File: src/rtl/en_pulse_counter_if.sv
// Output bundle of the enable-strobe prescaler: the strobe itself and the
// exported phase counter. The counter width is derived from DIV exactly as
// inside the prescaler, so both sides must be given the same DIV.
interface en_pulse_counter_if #(
    parameter int unsigned DIV = 10
);
    localparam int unsigned CW = (DIV <= 1) ? 1 : $clog2(DIV);

    logic          en;
    logic [CW-1:0] cnt;

    // Prescaler side drives both signals
    modport master (
        output en,
        output cnt
    );

    // Consumers (CRYPT stages, debug, phase alignment) only observe
    modport slave (
        input en,
        input cnt
    );
endinterface

File: src/rtl/en_pulse_counter.sv
// Free-running modulo-DIV prescaler producing a periodic clock-enable strobe.
// en is high while the phase counter sits in [DIV-PULSE_W, DIV-1]; both the
// counter and the strobe come straight from flops, so there is no
// combinational path to either output.
module en_pulse_counter #(
    parameter int unsigned DIV     = 10,
    parameter int unsigned PULSE_W = 1
) (
    input  logic               CLK,
    input  logic               RST,
    en_pulse_counter_if.master bus
);
    localparam int unsigned   CW       = (DIV <= 1) ? 1 : $clog2(DIV);
    localparam logic [CW-1:0] LAST     = CW'(DIV - 1);
    localparam int unsigned   THRESH_I = DIV - PULSE_W;

    // Reject illegal configurations at elaboration; nothing is checked at run time
    if (DIV < 1 || PULSE_W < 1 || PULSE_W > DIV) begin : g_bad_params
        $error("en_pulse_counter: need 1 <= PULSE_W <= DIV and DIV >= 1");
    end

    logic [CW-1:0] r_cnt;
    logic          r_en;
    logic [CW-1:0] w_cnt_next;
    logic          w_wrap;
    logic          w_en_next;

    // Next phase: exact wrap at DIV-1, so values >= DIV are never reached
    always_comb begin
        w_wrap     = (r_cnt == LAST);
        w_cnt_next = w_wrap ? '0 : r_cnt + 1'b1;
    end

    // Strobe decode is taken from the next count so en lines up with cnt
    // with zero lag once both are registered. A zero threshold means the
    // strobe is permanently high (PULSE_W == DIV, including DIV == 1).
    if (THRESH_I == 0) begin : g_en_always
        assign w_en_next = 1'b1;
    end else begin : g_en_decode
        localparam logic [CW-1:0] THRESH = CW'(THRESH_I);
        assign w_en_next = (w_cnt_next >= THRESH);
    end

    // Phase counter and strobe flops; reset clears both at once, mid-period
    // included, so no partial strobe survives a reset
    always_ff @(posedge CLK or posedge RST) begin
        if (RST) begin
            r_cnt <= '0;
            r_en  <= 1'b0;
        end else begin
            r_cnt <= w_cnt_next;
            r_en  <= w_en_next;
        end
    end

    assign bus.cnt = r_cnt;
    assign bus.en  = r_en;
endmodule

File: src/flat_wrapper.sv
// flat-port wrapper written by rule: the top's interface ports become plain ports
module en_pulse_counter_flat 
#(
    parameter int unsigned DIV     = 10,
    parameter int unsigned PULSE_W = 1
)
  (CLK, RST, bus_en, bus_cnt);
  en_pulse_counter_if #(.DIV(DIV)) bus_i ();
  input  logic CLK;
  input  logic RST;
  output wire logic [$bits(bus_i.en)-1:0] bus_en;
  output wire logic [$bits(bus_i.cnt)-1:0] bus_cnt;
  assign bus_en = bus_i.en;
  assign bus_cnt = bus_i.cnt;
  en_pulse_counter #(.DIV(DIV), .PULSE_W(PULSE_W)) u_core (.CLK(CLK), .RST(RST), .bus(bus_i));
endmodule
File: config.mk
export PLATFORM = sky130hd
export DESIGN_NAME = en_pulse_counter_flat
export DESIGN_NICKNAME = d
export VERILOG_FILES = /design/src/rtl/en_pulse_counter_if.sv /design/src/rtl/en_pulse_counter.sv /design/src/flat_wrapper.sv
export SDC_FILE = /design/constraint.sdc
export NUM_CORES = 1
export LEC_CHECK = 0
export CAP_MARGIN = 20
export CORE_AREA = 2 2 39 41
export DETAILED_ROUTE_END_ITERATION = 8
export DIE_AREA = 0 0 41 43
export GPL_ROUTABILITY_DRIVEN = 0
export MAX_ROUTING_LAYER = met4
export SETUP_SLACK_MARGIN = 0.1
export SLEW_MARGIN = 5
export SYNTH_ARGS = -nofsm -noshare
export SYNTH_HDL_FRONTEND = slang
export SYNTH_SLANG_ARGS = --single-unit
File: constraint.sdc
create_clock -name CLK -period 2 [get_ports CLK]
set_clock_uncertainty 0.2 [all_clocks]
set_input_delay 0.6 -clock CLK [delete_from_list [all_inputs] [get_ports CLK]]
set_output_delay 0.6 -clock CLK [all_outputs]
set_load 0.02 [all_outputs]
Figure 1. Routed metal, one color a layer (run 1).
Scale: 6 px per um. Only two layers are drawn.
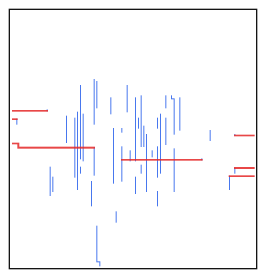
legend:
  metal 3:
    color: red
    wire_length: 44.3 um
  metal 2:
    color: blue
    wire_length: 199 um

Figure 2. Clock wiring as the flow saved it (run 1).
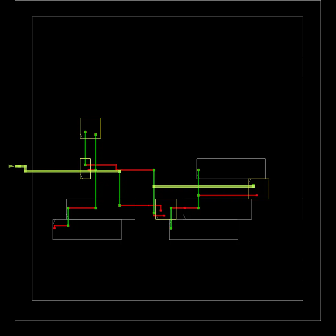
power of the clock network: 0.118 mW
source-to-sink clock delay at the later pin of the worst-skew pair: 0.24 ns

Figure 3. Clock wires, drivers and flops (run 1).
Scale: 12 px per um.
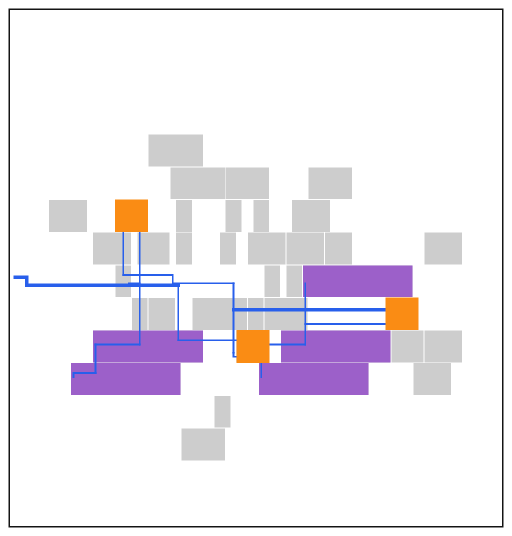
legend:
  flip-flops:
    color: purple
    count: 5
  clock drivers:
    color: orange
    count: 3
  clock wires:
    color: blue
    length: 98.7 um
routed clock nets: 4

==> run 1: timing repair <==
| action | 4_1_cts | 5_1_grt |
|---|---|---|
| setup buffers | 0 | 0 |
| endpoints found under the setup margin | 5 | 0 |
| resized | 5 | 0 |
==> run 1: logic make-up (layout without fill, tap and decap cells) <==
| group | count (synthesis) | in the layout |
|---|---|---|
| xor+xnor | 1 | 1 |
| buf+inv | 3 | 15 |
| mux | 1 | 1 |
| fa+ha+maj | 3 | 3 |
| compound gates | 2 | 2 |
| simple gates | 11 | 11 |
| flops | 5 | 5 |
==> run 1: layout by cell type (no fill, tap or decap), drive strengths merged, types with 2 or more instances in the layout <==
master       Yosys  routed
nand2            4       4
nor2             3       3
buf              0       2
dfrtp            5       5
nor3             2       2
inv              3       3
clkbuf           0       4
ha               3       3
dlygate4sd2      0       5
==> Slide: Implementation Results, run 1 <==
Synthesis and Place & Route Summary

Run status
  – Outcome: finished, final reports clean

Logic synthesis
  – Mean instance size in the synthesized netlist: 10.35 um2
  – Cell area leaders: dfrtp_1, ha_1, nor3_2
  – Simple-gate share of the synthesized area: 21.86%
  – Synth warnings: 0
  – Top cell type by instance count after synthesis: dfrtp_1
  – Yosys cell count: 26
  – Top cell types by occurrence after synthesis: dfrtp_1, nand2_1, ha_1, inv_1, nor2_1

Finish
  – Clock buf count: 4
  – Proportion of layout cells with a drive suffix above 1: 18.42%
  – Layout Nets: 44
  – Clock network area share: 6.840%
  – Fillers: 155

Critical path
  – Data arrival time of the critical path: 0.98 ns
  – Sequence of cells on the critical path: dlygate4sd2_1
  – Stages on the worst setup path: 1
  – End of the critical path: bus_cnt[3]
  – Depth of the most critical reg-to-reg path: 6
  – Delay of the slowest critical-path stage: 0.41 ns
  – Startpoint type of the worst setup path: register
  – Start of the worst register-to-register path: u_core.bus.cnt[0]

Power and ir drop
  – Top contributor to total power: clock
  – Sw Share: 19.92%
  – Post-layout power: 0.2234 mW
  – Peak supply drop: 258.7 uV
  – Power drawn by the sequential cells: 0.102 mW
  – Ratio of total power to cell area: 581.5 mW/mm2

Placement
  – Half-perimeter wire length of the detailed placement result: 358.8 um
  – PortBufs: 6

Timing
  – Final tally of max-slew violations: 0
  – Final total negative setup slack: 0 ns
  – Share of the clock period used by the worst path: 89.02%
  – Final setup violation count: 0
  – Unrepaired setup endpoints after global routing: no

Floorplanning
  – Chip area: 0.001763 mm2
  – Die X: 41 um

Routing
  – Drc violations: 0
  – Total routed wirelength: 469 um
  – DR WL/cell: 8.685 um
  – Final antenna-violating net count: 0

Global routing
  – Most Crowded Layer GR: met2
  – Global-route wire length before repair: 834 um

Run
  – Number of max-capacitance violations reported: 0

CTS
  – Number of clock buffers inserted by TritonCTS: 3
  – Clock tree root driver cell: clkbuf_4
==> run 2, diff against run 1 <==
--- a/config.mk
+++ b/config.mk
@@ -16,3 +16,4 @@
 export SYNTH_ARGS = -nofsm -noshare
 export SYNTH_HDL_FRONTEND = slang
 export SYNTH_SLANG_ARGS = --single-unit
+export TNS_END_PERCENT = 30
Figure 4. Pin placement (run 2).
Scale: 8 px per um. Pins as bars across the die edge, other pins in gray.
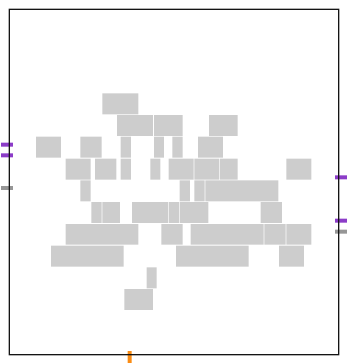
legend:
  bus_cnt:
    color: purple
    pins: 4
    direction: output
    edge: 2 west, 2 east
  RST:
    color: orange
    pins: 1
    direction: input
    edge: south
all pins by edge: 3 west, 3 east, 1 south

==> Slide: Implementation Results, run 2 <==
Synthesis and Place & Route Summary

Timing
  – Final tally of max-slew violations: 0
  – Final total negative setup slack: 0 ns
  – Share of the clock period used by the worst path: 89.02%
  – Final setup violation count: 0

CTS
  – Post-CTS setup buffer count: 0
  – Source-to-sink clock delay at the later pin of the worst-skew pair: 0.24 ns
  – # resized after CTS: 5
  – Number of clock buffers inserted by TritonCTS: 3

Placement
  – Half-perimeter wire length of the detailed placement result: 358.8 um
  – PortBufs: 6

Critical path
  – Delay of the slowest critical-path stage: 0.41 ns
  – Data arrival time of the critical path: 0.98 ns
  – Depth of the most critical reg-to-reg path: 6
  – Sequence of cells on the critical path: dlygate4sd2_1
  – Startpoint type of the worst setup path: register

Finish
  – Clock network area share: 6.840%
  – Fillers: 155
  – Proportion of layout cells with a drive suffix above 1: 18.42%
  – Layout Nets: 44
  – Clock buf count: 4
  – Commonest non-fill, non-tap cells in the layout: dlygate4sd2_1, dfrtp_1, nand2_1

Run
  – Number of max-capacitance violations reported: 0

Power and ir drop
  – Post-layout power: 0.2234 mW
  – Power of the clock network: 0.118 mW
  – Top contributor to total power: clock
  – Ratio of total power to cell area: 581.5 mW/mm2
  – Sw Share: 19.92%
  – Peak supply drop: 258.7 uV

Logic synthesis
  – Yosys cell count: 26
  – Mean instance size in the synthesized netlist: 10.35 um2
  – Simple-gate share of the synthesized area: 21.86%
  – Cell area leaders: dfrtp_1, ha_1, nor3_2
  – Top cell types by occurrence after synthesis: dfrtp_1, nand2_1, ha_1, inv_1, nor2_1

Floorplanning
  – Chip area: 0.001763 mm2

Run status
  – Outcome: finished, final reports clean

Routing
  – Drc violations: 0
  – Final antenna-violating net count: 0
  – 1st-pass router iterations: 2

Global routing
  – All-Layer GR Usage: 7.930%
  – Global-route wire length before repair: 834 um
  – Most Crowded Layer GR: met2
[run 2: cell counts after synthesis]
Identical to the previous run, type by type.
[run 2: how the worst max path moves through the flow]
stage | startpoint | endpoint | slack [ns] | depth (start not counted)
after floorplan | u_core.bus.cnt[0] | u_core.bus.en | 0.39 | 5
after global placement | u_core.bus.cnt[1] | bus_cnt[1] | 0.20 | 1
after detailed placement | u_core.bus.cnt[3] | bus_cnt[3] | 0.20 | 1
after CTS | u_core.bus.cnt[3] | bus_cnt[3] | 0.21 | 1
after global routing | u_core.bus.cnt[3] | bus_cnt[3] | 0.16 | 1
final | u_core.bus.cnt[3] | bus_cnt[3] | 0.22 | 1
==> run 3, diff against run 2 <==
--- a/config.mk
+++ b/config.mk
@@ -5,6 +5,7 @@
 export SDC_FILE = /design/constraint.sdc
 export NUM_CORES = 1
 export LEC_CHECK = 0
+export ABC_AREA = 1
 export CAP_MARGIN = 20
 export CORE_AREA = 2 2 39 41
 export DETAILED_ROUTE_END_ITERATION = 8
Figure 5. Clock wires, drivers and flops (run 3).
Scale: 12 px per um.
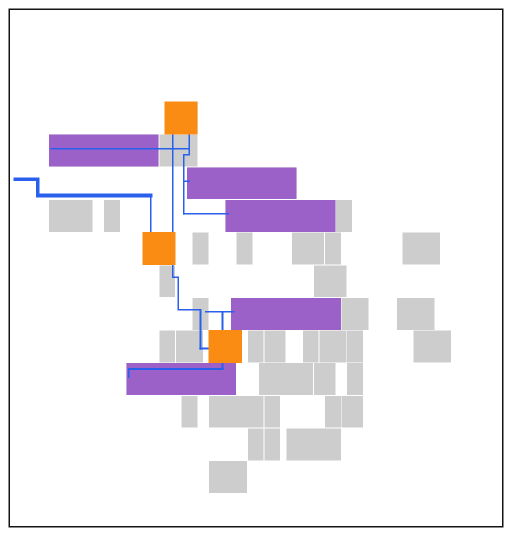
legend:
  flip-flops:
    color: purple
    count: 5
  clock drivers:
    color: orange
    count: 3
  clock wires:
    color: blue
    length: 78.4 um
routed clock nets: 4
source-to-sink clock delay at the later pin of the worst-skew pair: 0.23 ns
Clock Power Share: 51.9%
power of the clock network: 0.114 mW

==> Slide: Implementation Results, run 3 <==
Synthesis and Place & Route Summary

Power and ir drop
  – Peak supply drop: 214.6 uV
  – Post-layout power: 0.2192 mW
  – Ratio of total power to cell area: 589.9 mW/mm2

Critical path
  – Data arrival time of the critical path: 1.01 ns
  – Start of the worst register-to-register path: u_core.bus.cnt[0]
  – Sequence of cells on the critical path: dlygate4sd2_1
  – Critical path launch point: u_core.bus.cnt[2]
  – Delay of the slowest critical-path stage: 0.42 ns
  – Stages on the worst setup path: 1

Logic synthesis
  – Top cell type by instance count after synthesis: inv_1
  – Mean instance size in the synthesized netlist: 8.516 um2
  – Top cell types by occurrence after synthesis: inv_1, dfrtp_1, nand2_1
  – Synth warnings: 0

Timing
  – Final tally of max-slew violations: 0
  – Final setup violation count: 0
  – Share of the clock period used by the worst path: 90.35%
  – Unrepaired setup endpoints after global routing: no

Finish
  – Layout Nets: 48
  – Commonest non-fill, non-tap cells in the layout: inv_1, dlygate4sd2_1, dfrtp_1, nand2_1
  – Proportion of layout cells with a drive suffix above 1: 14.29%
  – Top cell excl fill/tap: inv_1
  – Clock network area share: 7.071%
  – Combinational Gates: 17
  – Fillers: 161
  – Clock buf count: 4

Run status
  – Outcome: finished, final reports clean

CTS
  – TritonCTS clock tree: done
  – # resized after CTS: 5
  – Post-CTS setup buffer count: 0
  – Clock tree root driver cell: clkbuf_4
  – Number of clock buffers inserted by TritonCTS: 3

Global routing
  – All-Layer GR Usage: 8.480%
  – Global-route wire length before repair: 945 um
  – Most Crowded Layer GR: met1

Placement
  – Half-perimeter wire length of the detailed placement result: 400 um
  – PortBufs: 6

Routing
  – 1st-pass router iterations: 2
  – Drc violations: 0
  – Total routed wirelength: 484 um
  – DR WL/cell: 8.345 um
  – Final antenna-violating net count: 0

Floorplanning
  – Chip area: 0.001763 mm2
  – Die X: 41 um

Run
  – Number of max-capacitance violations reported: 0
[run 3: cell types whose count changed after synthesis, moves of 2 or more]
cell / before / now
nor2_2: 0 / 2
inv_1: 3 / 9
nand3_1: 0 / 3
nor3_2: 2 / 0
[run 3: cell families (layout without fill, tap and decap cells)]
kind of cell	after synthesis	count (layout)	share of synthesized area (%)
adder cells (fa/ha/maj)	3	3	14.22
buffers and inverters	9	20	12.80
flip-flops	5	5	47.39
AND/OR/NAND/NOR	14	14	25.59
[run 3: report_power, final]
| part | leakage (nW) | switching [mW] | internal [mW] |
|---|---|---|---|
| logic | 0.130 | 0.00204 | 0.00182 |
| clock network | 0.0150 | 0.0385 | 0.0752 |
| registers | 0.0558 | 0 | 0.102 |
Power is estimated from default activity; no workload was simulated.
